File: src/rtl/sipo_deserializer.sv
// Serial-to-parallel deserializer: rebuilds WIDTH-bit words from a strobed bit stream, valid/ready output.
// Optional even-parity trailer bit enabled by defining SIPO_PARITY_EN.
module sipo_deserializer #(
  parameter int WIDTH   = 32,
  parameter int GAP_MAX = 4
) (
  input  logic             clk,
  input  logic             rst,
  input  logic             sdata,
  input  logic             svalid,
  input  logic             dir,
  output logic [WIDTH-1:0] pdata,
  output logic             pvalid,
  input  logic             pready,
  output logic             busy,
  output logic             overrun,
  output logic             frame_err,
  output logic             parity_err
);

  localparam int CW = $clog2(WIDTH + 1);
  localparam int GW = (GAP_MAX > 0) ? $clog2(GAP_MAX + 1) : 1;
  localparam logic [CW-1:0] CNT_LAST = CW'(WIDTH - 1);
  localparam logic [CW-1:0] CNT_ONE  = CW'(1);
  localparam logic [GW-1:0] GAP_LAST = GW'((GAP_MAX > 0) ? GAP_MAX - 1 : 0);
  localparam logic [GW-1:0] GAP_ONE  = GW'(1);

`ifdef SIPO_PARITY_EN
  typedef enum logic [1:0] {IDLE = 2'd0, SHIFT = 2'd1, PAR = 2'd2} state_t;
`else
  typedef enum logic [1:0] {IDLE = 2'd0, SHIFT = 2'd1} state_t;
`endif

  state_t           state, state_nxt;
  logic [WIDTH-1:0] shreg, shreg_nxt;
  logic [CW-1:0]    cnt, cnt_nxt;
  logic [GW-1:0]    gap, gap_nxt;
  logic             dir_q, dir_q_nxt;
  logic [WIDTH-1:0] pdata_nxt;
  logic             pvalid_nxt, busy_nxt;
  logic             overrun_nxt, frame_err_nxt, parity_err_nxt;
  logic             word_done;
  logic [WIDTH-1:0] word;

  function automatic logic [WIDTH-1:0] place_bit(input logic [WIDTH-1:0] w,
                                                 input logic b,
                                                 input logic [CW-1:0] pos);
    return w | ({{(WIDTH-1){1'b0}}, b} << pos);
  endfunction

`ifdef SIPO_PARITY_EN
  function automatic logic even_par(input logic [WIDTH-1:0] w);
    return ^w;
  endfunction
`endif

  // Next-state, datapath and output computation
  always_comb begin
    state_nxt      = state;
    shreg_nxt      = shreg;
    cnt_nxt        = cnt;
    gap_nxt        = gap;
    dir_q_nxt      = dir_q;
    pdata_nxt      = pdata;
    overrun_nxt    = 1'b0;
    frame_err_nxt  = 1'b0;
    parity_err_nxt = 1'b0;
    word_done      = 1'b0;
    word           = shreg;

    if (pvalid && pready) begin
      pvalid_nxt = 1'b0;
    end else begin
      pvalid_nxt = pvalid;
    end

    case (state)
      IDLE: begin
        gap_nxt = '0;
        if (svalid) begin
          dir_q_nxt = dir;
          shreg_nxt = place_bit('0, sdata, dir ? CNT_LAST : '0);
          cnt_nxt   = CNT_ONE;
          state_nxt = SHIFT;
        end else begin
          state_nxt = IDLE;
        end
      end

      SHIFT: begin
        if (svalid) begin
          gap_nxt   = '0;
          shreg_nxt = place_bit(shreg, sdata, dir_q ? (CNT_LAST - cnt) : cnt);
          if (cnt == CNT_LAST) begin
            cnt_nxt = '0;
`ifdef SIPO_PARITY_EN
            state_nxt = PAR;
`else
            word_done = 1'b1;
            word      = shreg_nxt;
            state_nxt = IDLE;
`endif
          end else begin
            cnt_nxt = cnt + CNT_ONE;
          end
        end else if ((GAP_MAX != 0) && (gap == GAP_LAST)) begin
          frame_err_nxt = 1'b1;
          cnt_nxt       = '0;
          gap_nxt       = '0;
          state_nxt     = IDLE;
        end else if (GAP_MAX != 0) begin
          gap_nxt = gap + GAP_ONE;
        end else begin
          gap_nxt = gap;
        end
      end

`ifdef SIPO_PARITY_EN
      // The completed word waits in shreg for its trailing parity bit
      PAR: begin
        if (svalid) begin
          gap_nxt   = '0;
          state_nxt = IDLE;
          if (even_par(shreg) ^ sdata) begin
            parity_err_nxt = 1'b1;
          end else begin
            word_done = 1'b1;
            word      = shreg;
          end
        end else if ((GAP_MAX != 0) && (gap == GAP_LAST)) begin
          frame_err_nxt = 1'b1;
          cnt_nxt       = '0;
          gap_nxt       = '0;
          state_nxt     = IDLE;
        end else if (GAP_MAX != 0) begin
          gap_nxt = gap + GAP_ONE;
        end else begin
          gap_nxt = gap;
        end
      end
`endif

      default: begin
        state_nxt = IDLE;
        cnt_nxt   = '0;
        gap_nxt   = '0;
      end
    endcase

    // A consumer taking the held word this edge frees the register for the new one
    if (word_done) begin
      if (!pvalid || pready) begin
        pdata_nxt  = word;
        pvalid_nxt = 1'b1;
      end else begin
        overrun_nxt = 1'b1;
      end
    end else begin
      pdata_nxt = pdata;
    end

    busy_nxt = (state_nxt != IDLE);
  end

  // State and output registers
  always_ff @(posedge clk or negedge rst) begin
    if (!rst) begin
      state      <= IDLE;
      shreg      <= '0;
      cnt        <= '0;
      gap        <= '0;
      dir_q      <= 1'b0;
      pdata      <= '0;
      pvalid     <= 1'b0;
      busy       <= 1'b0;
      overrun    <= 1'b0;
      frame_err  <= 1'b0;
      parity_err <= 1'b0;
    end else begin
      state      <= state_nxt;
      shreg      <= shreg_nxt;
      cnt        <= cnt_nxt;
      gap        <= gap_nxt;
      dir_q      <= dir_q_nxt;
      pdata      <= pdata_nxt;
      pvalid     <= pvalid_nxt;
      busy       <= busy_nxt;
      overrun    <= overrun_nxt;
      frame_err  <= frame_err_nxt;
      parity_err <= parity_err_nxt;
    end
  end

endmodule

File: config.mk
export PLATFORM = sky130hd
export DESIGN_NAME = sipo_deserializer
export DESIGN_NICKNAME = d
export VERILOG_FILES = /design/src/rtl/sipo_deserializer.sv
export SDC_FILE = /design/constraint.sdc
export NUM_CORES = 1
export LEC_CHECK = 0
export ABC_AREA = 1
export CAP_MARGIN = 20
export CORE_ASPECT_RATIO = 1.1
export CORE_UTILIZATION = 56
export CTS_CLUSTER_SIZE = 10
export DETAILED_ROUTE_END_ITERATION = 12
export GPL_TIMING_DRIVEN = 0
export PLACE_DENSITY = 0.81
export SLEW_MARGIN = 30
export SYNTH_ARGS = -nofsm -noshare
export SYNTH_HDL_FRONTEND = slang
export SYNTH_SLANG_ARGS = --single-unit
File: constraint.sdc
create_clock -name clk -period 1.6 [get_ports clk]
set_input_delay 0.24 -clock clk [delete_from_list [all_inputs] [get_ports clk]]
set_output_delay 0.24 -clock clk [all_outputs]
set_load 0.05 [all_outputs]
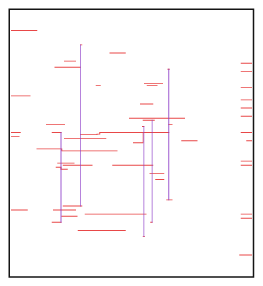
Fig. 1. Wiring by layer (run 1).
Scale: 3 px per um. Two of the layers only.
- red: M3 (wire length 316 um)
- purple: M4 (wire length 198 um)

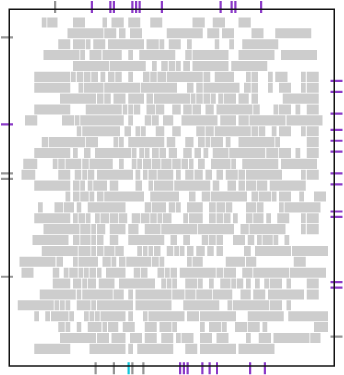
Fig. 2. Pin placement (run 1).
Scale: 4 px per um. Pins as bars across the die edge, other pins in gray.
- cyan: `pready` (pins 1; direction input; edge south)
- purple: `pdata` (pins 32; direction output; edge 12 east, 11 north, 8 south, 1 west)

==> results.txt, run 1 <==
run metrics: status=completed, cell count listed in synth_stat.txt=413, AND-OR/OR-AND Cells, Area Fraction=0.167, nets@finish=between 400 and 500, unrepaired setup endpoints after global routing=true, Buf+Inv Stages, Crit Path=4, Mean Syn Cell Area=9.29 um2, FMAX=0.642 GHz, die width=80.9 um, Setup crit end kind=flip-flop, Power Dens Cells=924 mW/mm2, Cell Type Count=37, VDD IR max=0.000653 V, total CTS buffers=9, site row count=31, crit-path leading delay family=simple AND/OR/NAND/NOR gates, largest net degree at the start of global routing=51, hpwl dp=6.01 mm, XOR/XNOR Fraction of Synth Area=0.0137, Design Area, Final=roughly 0.0047 mm2, CP Depth=10, Synth top area share=0.522, Tmin final=1.56 ns, DIE AREA=0.00718 mm2, critical path arrival=1.85 ns, port buffer count=41, diode count=0, DRT Pass-1 Iters=4, vias per inst=5.36, hold buffer count at CTS=1, placer congestion estimate=between 0.8 and 0.9, Tot Pwr=0.00432 W, Worst-path clk slew=0.09 ns, Pleak=between 2 and 2.5 nW, Worst EP required=roughly 1.9 ns, post-layout util=0.709, reg2reg path depth=10, Yosys chip area=0.00383 mm2, Ports=43, Simple Share, Synth=0.200, ys async rst share=1.00, Synth area leader=dfrtp_1, # resized after CTS=approximately 40, DRC violations left=0, mapped cell area=0.00383 mm2, sequential share of power=0.481, post-route ant nets=0
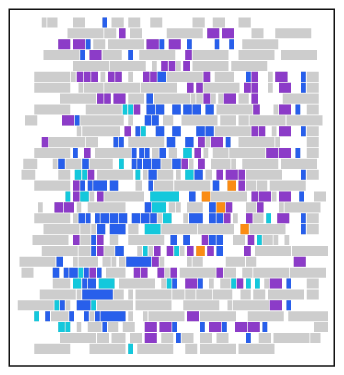
Fig. 3. Gate families picked out (run 1).
Scale: 4 px per um.
- blue: nand cells (cells 112)
- cyan: nor cells (cells 32)
- orange: and/or cells (cells 5)
- purple: aoi and oai cells (cells 97)

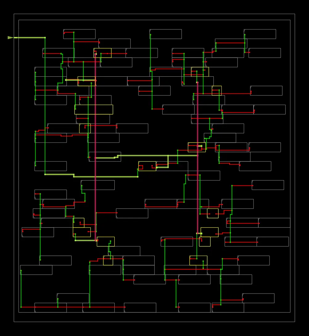
Fig. 4. Clock routing (run 1).
Power Clock: 0.00154 W
FFs & Latches: 80
CTS sink cnt: 80
clkbuf count: 9

## run 1: cell type report
class	count	area [um2]
multi-input combinational	258	1520
clock inverter	7	80.1
buffer	20	154
tap	82	103
inverter	56	221
clock buffer	9	124
fill	522	1920
sequential	80	2000
timing repair buffer	52	468
## run 1: stage by stage
step	cells	hold WS [ns]
floorplan	414	-0.0556
global placement	537	0.419
detailed placement	538	0.209
CTS	555	0.369
global route	564	0.414
finish	564	0.355
## run 1: power groups by stage
stage	Sequential [W]	Combinational (W)	Clock, W
finish	0.00208	0.000703	0.00154
global placement	0.00212	0.000623	0
CTS	0.00208	0.000651	0.00154
floorplan	0.00213	0.000455	0
global route	0.00208	0.000768	0.00165
detailed placement	0.00212	0.000646	0
## run 1: state kept, by name, indices dropped and copies added, names as in the netlist
register,cells
gap,3
shreg,32
cnt,6
dir_q,1
state,2
pvalid,1
pdata,32
busy,1
overrun,1
frame_err,1
## run 1: metal layers
metal	part of all wire	GRT usage	vias to the layer above
met5	0	0	-
met4	0.023	0.128	0
met3	0.037	0.0402	14
met2	0.51	0.430	77
met1	0.43	0.337	1451
li1	-	-	1482
## run 1: cells in the final DEF (no fill, tap or decap), types with 3 or more instances in the layout
cell type	count
inv_4	3
nand3_1	21
inv_1	45
buf_2	3
nand3_2	3
clkbuf_2	3
dlygate4sd2_1	36
or2_1	4
nor2_1	21
dfrtp_1	78
clkbuf_8	9
buf_6	7
clkdlybuf4s50_1	4
o21ai_0	36
buf_4	14
o21ai_2	30
nand4_1	17
nand2_2	11
nand2_1	56
inv_2	7
o21a_1	5
clkinvlp_4	3
a21oi_1	26
nor2_2	5
## run 1: worst reg2reg max path: cells and delay by family, from the launching register on
kind | cells | cell delay [ns]
compound gates | 1 | 0.16
flops | 1 | 0.38
buf+inv | 4 | 0.45
simple gates | 5 | 0.50
==> run 1 -> run 2 <==
Settings changed: SLEW_MARGIN 30 to default.
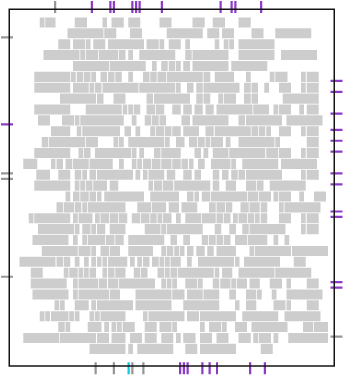
Fig. 5. Pin placement (run 2).
Scale: 4 px per um. Pins as bars across the die edge, other pins in gray.
- purple: `pdata` (pins 32; direction output; edge 12 east, 11 north, 8 south, 1 west)
- cyan: `pready` (pins 1; direction input; edge south)
- all pins by edge: 13 south, 13 east, 12 north, 5 west
die width: 80.9 um
Die Ht: 88.8 um
port buffer count: 41

==> run 2 against run 1 <==
Net effect: clock power barely moved; hold slack got worse by 0.049 ns; flip-flop count did not move; wire length fell by 0.95%; core utilization fell by 0.23 points; critical path depth fell by 4; global-route usage fell by 0.066 points; worst setup slack got worse by 0.0092 ns; final cell count fell by 0.53%; sequential share of layout area rose by 0.14 points; largest cell class unchanged; largest power group unchanged; highest routed layer unchanged.
==> results.txt, run 2 <==
run metrics: status=completed (unchanged), FMAX=0.638 GHz (was 0.642 GHz), Synth top area share=0.522 (unchanged), reg2reg path depth=6 (was 10), CTS sink cnt=80 (unchanged), Yosys chip area=0.00383 mm2 (unchanged), DRC violations left=0 (unchanged), Tot Pwr=0.00431 W (was 0.00432 W), tightest hold margin=0.306 ns (was 0.355 ns), sequential share of power=0.483 (was 0.481), diode count=0 (unchanged), cell count listed in synth_stat.txt=413 (unchanged), XOR/XNOR Fraction of Synth Area=0.0137 (unchanged), hpwl dp=5.98 mm (was 6.01 mm), Power Dens Cells=925 mW/mm2 (was 924 mW/mm2), Ports=43 (unchanged), placer congestion estimate=0.899 (unchanged), mapped cell area=0.00383 mm2 (unchanged), Tmin final=1.57 ns (was 1.56 ns), Worst EP required=1.84 ns (was 1.89 ns), crit-path leading delay family=buffers and inverters (was simple AND/OR/NAND/NOR gates), total CTS buffers=9 (unchanged), ys async rst share=1.00 (unchanged), Simple Share, Synth=0.200 (unchanged), vias per inst=5.42 (was 5.36), largest net degree at the start of global routing=59 (was 51), layout filler cell count=508 (was 522), Synth area leader=dfrtp_1 (unchanged), critical path arrival=1.81 ns (was 1.85 ns), VDD IR max=0.000810 V (was 0.000653 V), Design Area, Final=0.00466 mm2 (was 0.00468 mm2), top flop regs=pdata x32, shreg x32, cnt x6 (unchanged), Buf+Inv Stages, Crit Path=3 (was 4), post-route ant nets=0 (unchanged), DRT Pass-1 Iters=5 (was 4), FF+latch area=0.00200 mm2 (unchanged)
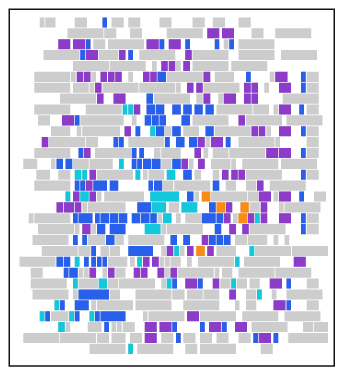
Fig. 6. Gate families picked out (run 2).
Scale: 4 px per um.
- cyan: nor cells (cells 32)
- purple: aoi and oai cells (cells 97)
- orange: and/or cells (cells 5)
- blue: nand cells (cells 112; where all over the die)
final cell count without fillers: 561
most frequent logic cell in the layout: dfrtp_1
Comb area share: 0.327

run 2: cell types whose count changed in the layout (fill, tap and decap cells not counted), sizes merged:
cell,delta
clkinv,-1
buf,-3
clkinvlp,+1
run 2: routing by layer:
metal	share of wire	track usage	wire length, um
met2	0.50	0.414	4190
met4	0.023	0.136	195
met3	0.042	0.0474	356
met1	0.44	0.341	3710
met5	0	0	0
run 2: worst min-delay path by stage:
stage,to,slack (ns),depth (start not counted)
2_1_floorplan,busy,-0.06,0
3_3_place_gp,gap[0],0.42,1
3_5_place_dp,pdata[19],0.16,1
4_1_cts,pdata[19],0.32,2
5_1_grt,pdata[19],0.34,2
6_report,pdata[19],0.31,2
run 2: power groups by stage:
stage	logic [W]	registers, W	clock network, W
5_1_grt	0.000752	0.00209	0.00165
4_1_cts	0.000652	0.00208	0.00155
3_5_place_dp	0.000647	0.00212	0
6_report	0.000689	0.00208	0.00154
3_3_place_gp	0.000623	0.00212	0
2_1_floorplan	0.000455	0.00213	0
run 2: through the flow:
| stage | cells | utilization |
|---|---|---|
| finish | 561 | 0.707 |
| global route | 561 | 0.707 |
| CTS | 555 | 0.691 |
| detailed placement | 538 | 0.664 |
| global placement | 537 | 0.660 |
| floorplan | 414 | - |
run 2: repair_timing:
item / 4_1_cts / 5_1_grt
pin swaps: 0 / 4
hold buffers: 1 / 0
endpoints found under the hold margin: 22 / 0
setup endpoints to repair: 73 / 51
resized: 42 / 23
setup buffers: 0 / 6
run 2: cell type report:
type	instances	share of cell area
plain buffers	20	0.0349
inverters	56	0.0472
multi-input cells	258	0.327
well taps	82	0.0220
repair buffers	49	0.0955
clock inverters	7	0.0169
clock buffers	9	0.0266
flip-flops and latches	80	0.430
==> run 2 -> run 3 <==
==> constraint.sdc (replaced) <==
create_clock -name clk -period 1.6 [get_ports clk]
set_input_delay 0.24 -clock clk [delete_from_list [all_inputs] [get_ports clk]]
set_output_delay 0.24 -clock clk [all_outputs]
set_load 0.02 [all_outputs]
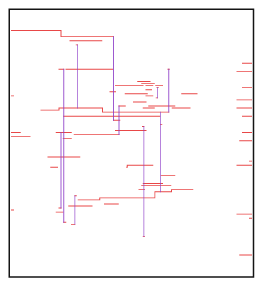
Fig. 7. Wiring by layer (run 3).
Scale: 3 px per um. Two of the layers only.
- purple: M4 (wire length 225 um)
- red: M3 (wire length 402 um)
Vias: 3,090
Tot GR Track Use: 0.260
final WL: 8.55 mm
Routed WL per cell: 15.2 um

==> run 3 against run 2 <==
Net effect: critical path depth did not move; wire length increased by 1.0%; sequential share of layout area down 0.81 points; via count up 1.6%; final cell count unchanged; flip-flop count did not move; clock skew decreased by 0.0014 ns; fmax is 1.3% lower; register-to-register slack got worse by 0.02 ns; die area unchanged; total power decreased by 0.17%; critical endpoint unchanged; cell area up 1.9%.
==> results.txt, run 3 <==
run metrics: CTS sink cnt=80 (unchanged), crit-path leading delay family=buffers and inverters (unchanged), wire length on met1=3.76 mm (was 3.71 mm), most frequent logic cell in the layout=dfrtp_1 (unchanged), ys async rst share=1.00 (unchanged), port buffer count=41 (unchanged), die width=80.9 um (unchanged), critical path arrival=1.83 ns (was 1.81 ns), placer congestion estimate=0.899 (unchanged), Mean Syn Cell Area=9.29 um2 (unchanged), site row count=31 (unchanged), Setup crit end kind=flip-flop (unchanged), mapped cell area=0.00383 mm2 (unchanged), tightest hold margin=0.308 ns (was 0.306 ns), status=completed (unchanged), Ports=43 (unchanged), Cell Type Count=37 (unchanged), Synth top area share=0.522 (unchanged), Pleak=2.34 nW (was 2.17 nW), # placed instances=538 (unchanged), DIE AREA=0.00718 mm2 (unchanged)
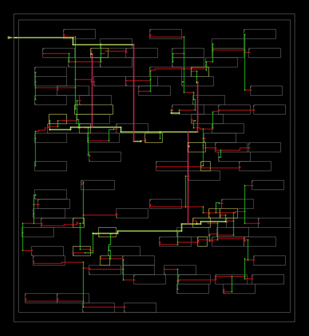
Fig. 8. Clock routing (run 3).
Clk Latency, worst-skew pair: 0.36 ns
total CTS buffers: 9
Final Skew: 0.0129 ns

==> run 3: how the worst max path moves through the flow <==
| stage | start | to | cells after the start |
|---|---|---|---|
| floorplan | dir_q | shreg[8] | 6 |
| global placement | rst | pdata[24] | 1 |
| detailed placement | svalid | shreg[30] | 6 |
| CTS | pdata[22] | pdata[22] | 1 |
| global route | dir_q | shreg[30] | 6 |
| finish | dir_q | shreg[30] | 6 |
==> run 3: final cells by class <==
| cell class | instances | area [um2] | share of cell area |
|---|---|---|---|
| Buffer | 20 | 163 | 0.0342 |
| Clock inverter | 7 | 78.8 | 0.0166 |
| Inverter | 56 | 220 | 0.0463 |
| Clock buffer | 9 | 124 | 0.0261 |
| Tap cell | 82 | 103 | 0.0216 |
| Multi-Input combinational cell | 258 | 1530 | 0.321 |
| Timing Repair Buffer | 49 | 536 | 0.113 |
| Sequential cell | 80 | 2000 | 0.422 |
==> run 3: cells by family (layout without fill, tap and decap cells) <==
| group | count (synthesis) | in the layout | share of synthesized area |
|---|---|---|---|
| other cells | 1 | 2 | 0.000978 |
| fa+ha+maj | 2 | 2 | 0.00652 |
| buf+inv | 76 | 141 | 0.0901 |
| simple gates | 149 | 149 | 0.200 |
| compound gates | 102 | 102 | 0.167 |
| flops | 80 | 80 | 0.522 |
| xor+xnor | 3 | 3 | 0.0137 |
==> run 3: what timing repair did <==
item,CTS,global route
resized,6,41
hold endpoints to repair,22,0
pin swaps,0,4
hold buffers,1,0
setup endpoints to repair,37,69
buffers inserted,0,6
==> run 3: power by group through the flow <==
stage                     Combinational, W  Clock [W]  Sequential [W]
final                             0.000685    0.00154         0.00208
after global routing              0.000744    0.00165         0.00209
after CTS                         0.000644    0.00155         0.00208
after detailed placement          0.000636          0         0.00212
after global placement            0.000612          0         0.00212
after floorplan                   0.000452          0         0.00212
Power and IR drop assume default switching activity.
